File: config.mk
export PLATFORM = sky130hd
export DESIGN_NAME = pulse_width_meter
export DESIGN_NICKNAME = d
export VERILOG_FILES = /design/src/rtl/pulse_width_meter.sv
export SDC_FILE = /design/constraint.sdc
export NUM_CORES = 1
export LEC_CHECK = 0
export ABC_AREA = 1
export CAP_MARGIN = 20
export CORE_UTILIZATION = 35
export DETAILED_ROUTE_END_ITERATION = 8
export SKIP_LAST_GASP = 1
export SYNTH_ARGS = -nofsm -noshare
export SYNTH_HDL_FRONTEND = slang
export SYNTH_SLANG_ARGS = --single-unit
File: constraint.sdc
create_clock -name clk -period 1.5 [get_ports clk]
set_input_delay 0.225 -clock clk [delete_from_list [all_inputs] [get_ports clk]]
set_output_delay 0.225 -clock clk [all_outputs]
set_load 0.02 [all_outputs]
File: src/rtl/pulse_width_meter.sv
// Pulse width meter: synchronises an asynchronous pulse input, counts its high
// time in clock cycles and reports width, match-to-expected, overflow and glitch.
module pulse_width_meter #(
  parameter int unsigned WIDTH     = 10,
  parameter int unsigned EXP_WIDTH = 10,
  parameter int unsigned TOL       = 1,
  parameter int unsigned MIN_WIDTH = 2
) (
  input  logic             clk,
  input  logic             rst,
  input  logic             a,
  output logic [WIDTH-1:0] width_out,
  output logic             valid,
  output logic             match,
  output logic             overflow,
  output logic             glitch,
  output logic             busy
);

  localparam logic [WIDTH-1:0] CNT_MAX = '1;
  // Match window and glitch threshold held one bit wider so nothing wraps
  localparam logic [WIDTH:0] LO    = (EXP_WIDTH > TOL) ? (WIDTH+1)'(EXP_WIDTH - TOL) : '0;
  localparam logic [WIDTH:0] HI    = (WIDTH+1)'(EXP_WIDTH + TOL);
  localparam logic [WIDTH:0] MIN_W = (WIDTH+1)'(MIN_WIDTH);

  typedef enum logic {
    IDLE    = 1'b0,
    MEASURE = 1'b1
  } state_t;

  state_t           state;
  logic             s0, s1, s2;
  logic             rise;
  logic [WIDTH-1:0] cnt;
  logic             ovf_acc;
  logic [WIDTH:0]   cnt_ext;

  assign rise    = s1 & ~s2;
  assign cnt_ext = {1'b0, cnt};

  // Input synchroniser; resets high so a pulse in progress at reset is never seen rising
  always_ff @(posedge clk) begin
    if (rst) begin
      s0 <= 1'b1;
      s1 <= 1'b1;
      s2 <= 1'b1;
    end else begin
      s0 <= a;
      s1 <= s0;
      s2 <= s1;
    end
  end

  // Measurement FSM with registered report outputs
  always_ff @(posedge clk) begin
    if (rst) begin
      state     <= IDLE;
      cnt       <= '0;
      ovf_acc   <= 1'b0;
      width_out <= '0;
      valid     <= 1'b0;
      match     <= 1'b0;
      overflow  <= 1'b0;
      glitch    <= 1'b0;
      busy      <= 1'b0;
    end else begin
      valid  <= 1'b0;
      glitch <= 1'b0;
      case (state)
        IDLE: begin
          if (rise) begin
            cnt     <= WIDTH'(1);
            ovf_acc <= 1'b0;
            busy    <= 1'b1;
            state   <= MEASURE;
          end
        end
        MEASURE: begin
          if (s1) begin
            // Saturate at full scale and remember that the pulse ran past it
            if (cnt == CNT_MAX) ovf_acc <= 1'b1;
            else                cnt     <= cnt + WIDTH'(1);
          end else begin
            state <= IDLE;
            busy  <= 1'b0;
            if ((cnt_ext < MIN_W) && !ovf_acc) begin
              glitch <= 1'b1;
            end else begin
              valid     <= 1'b1;
              width_out <= cnt;
              overflow  <= ovf_acc;
              match     <= !ovf_acc && (cnt_ext >= LO) && (cnt_ext <= HI);
            end
          end
        end
        default: state <= IDLE;
      endcase
    end
  end

endmodule

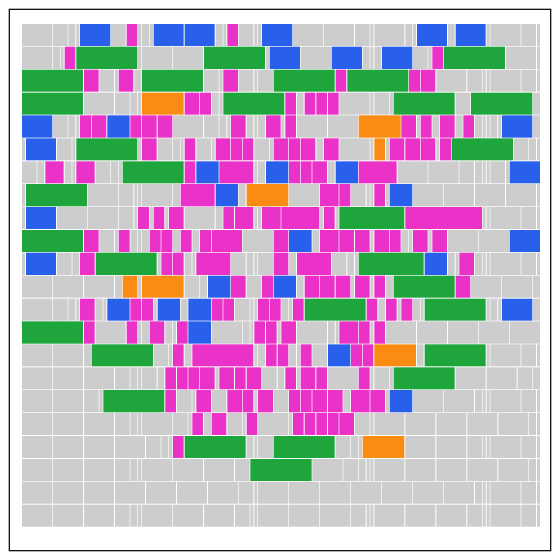
Fig. 1. Placed cells, one color a class.
Fill, decap, tap and diode cells in gray.
legend:
  clock drivers and dummy loads:
    color: orange
    cells: 8
    share_of_their_area: 5.3%
  remaining buffers and delay cells:
    color: blue
    cells: 33
    share_of_their_area: 17%
  combinational and other logic:
    color: magenta
    cells: 151
    share_of_their_area: 43%
  sequential cells:
    color: green
    cells: 30
    share_of_their_area: 35%
Core Region: 3689 µm²
post-route cell area: 1789 µm²
Final Util: 48.51%
Seq/total area: 33.71%

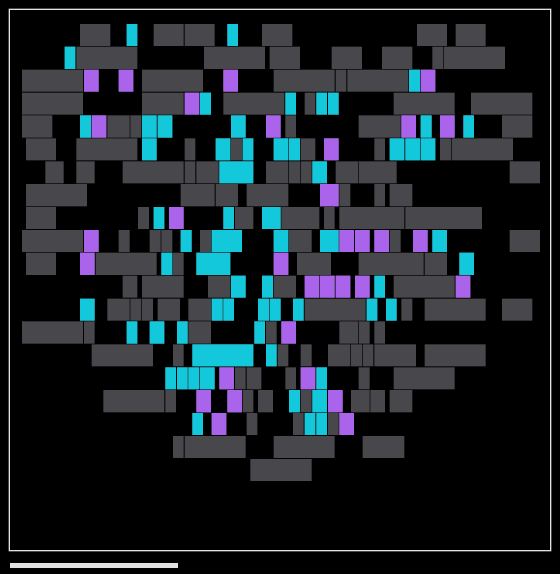
Fig. 2. Logic cells by family.
The bar under the picture is 20 µm long.
legend:
  nand cells:
    color: cyan
    cells: 62
  aoi and oai cells:
    color: purple
    cells: 32
logic share of the area: 37.90%
non-filler cells, final: 270
Commonest Layout Cell: nand2_1

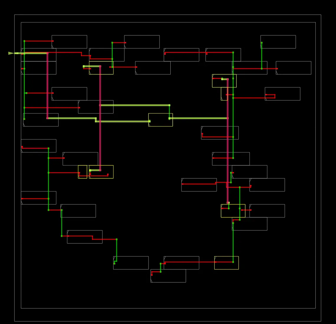
Fig. 3. The clock network.
Clk power: 672 µW
Flops: 30

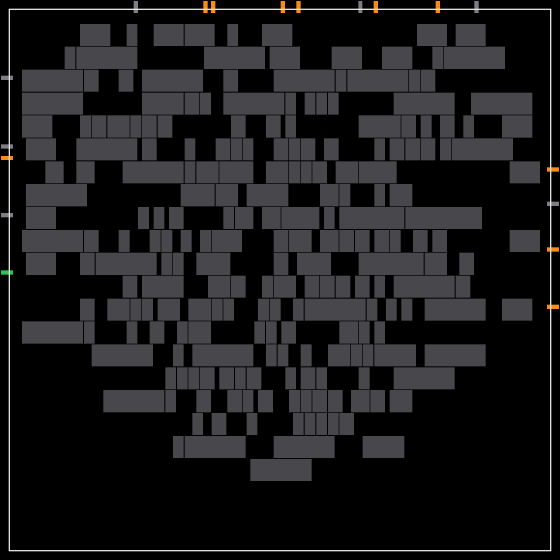
Fig. 4. I/O pins on the die edge.
Pins as bars across the die edge, other pins in gray.
legend:
  busy:
    color: green
    pins: 1
    direction: output
    edge: left
  width_out:
    color: orange
    pins: 10
    direction: output
    edge: 6 top, 3 right, 1 left
all pins by edge: 9 top, 5 left, 4 right
buffers added on ports: 17
Die Width: 64.17 µm
Die H: 64.17 µm

==> impl_metrics.ini <==
; flow metrics
[logic_synthesis]
ys_cells = 187
topCombFamilyByArea = simple AND/OR/NAND/NOR gates
synth_cell_type_count = 21
synthAoiAreaFrac_pct = 11.93
ys_seq_elements = 30
syn_nets = 193
yosysMostFrequentCell = nand2_1
yosys_warnings = 0
synth-seq-area-share_pct = 44.40
yosys.area_share.adder_pct = 2.775
top_area_share_pct = 44.40
ys_sh_simple_pct = 32.56
synthMuxAreaShare_pct = 0
synth_area_per_cell_um2 = 7.233
synth_area_leader_cell = dfxtp_1
ff_type = dfxtp_1
edf_count = 0
common_cells = 38 x nand2_1, 30 x dfxtp_1, 28 x nor2_1

[routing]
finalWirelength_mm = 3.001
top_layer = met4
drtIter0Drc = 64
via_per_inst = 4.600
drtPass1Iterations = 4
post-route-drc-count = 0
vias = 1242
wl_met2_mm = 1.282
met1_length_mm = 1.540
wl_met3_um = 117

[worst_setup_path]
crit_path_end = width_out[2]
crit_cells = 1
slowest_delay_ns = 0.60
critPathKind = flip-flop to output pin
critical-path-slowest-cell = clkdlybuf4s50_1
r2r_cells = 10
cp.arrival_ns = 1.22
crit_buf_inv = 1
crit_family = buffers and inverters
rrSetupSlack_ns = 0.11
cp_data_required_time_ns = 1.27
setup.worst_path.start = width_out[2]

[place]
place.gp.congestion = 0.8965
placed_area_um2 = 1639
dpl.cell_count = 260
dp_hpwl_mm = 2.220

[finish]
signal_buffers = 33
area.combinational_um2 = 678.2
nets = 227
non_clock_buffer_area_share_pct = 16.22
inv_count = 17
final_cell_mix = 38 x nand2_1, 28 x dfxtp_1, 27 x nor2_1
area.growth.synth_to_final_pct = 32.29
clkbuf_count = 7
clock_area_share_pct = 5.105
seq_area_um2 = 603.1
drive_above_1_share_pct = 18.02
num-multi-input-gates = 134

[global_route]
overflow = 0
met3_usage_pct = 4.286
use_met2_pct = 24.20
met1_usage_pct = 21.44
grt_pass1_vias = 1125
antenna_found_initial = 0
grt_pass1_wl_mm = 5.037

[power]
internal_power_mw = 1.215
pg_comb_uw = 97.1
combPwrFrac_pct = 6.1
seq_power_share_pct = 51.4
seq_power_uw = 814
switchingPower_uw = 367.7
pwr-share-clk_pct = 42.4
swShare_pct = 23.23
cellPowerDensity_nw_per_um2 = 884.7
power.group.top = sequential cells
power_mw = 1.583
leakage_nw = 0.6993

[timing]
fmax_ghz = 0.6916
fin_worst_skew_ns = 0.005072
period_used_pct = 96.39
report.final.setup_viol = 0
min_period_ns = 1.446
worstMarginPinSlew_ns = 0.3042
drv_slew = 0
grt_setup_unrepaired = yes
holdWs_ns = 0.4100
slew-limit-headroom_pct = 79.67

[worst_hold_path]
min_path_cells = 1
timing.hold.worst.start = s0
hold_path_end = s1

[clock_tree]
cts_max_path_buffers = 2
cts_tree = done
path_clk_slew_ns = 0.07
cts.root.buffer_cell = clkbuf_8
postCtsSetupRepairBufs = 0
ctsHoldBuffers = 0
cts_resized = 2

[die]
row_count = 22
fp_util_pct = 36.67
nWellTaps = 48

[job]
maxCapViolations = 0

[status]
status = completed
Power and IR drop assume default switching activity.
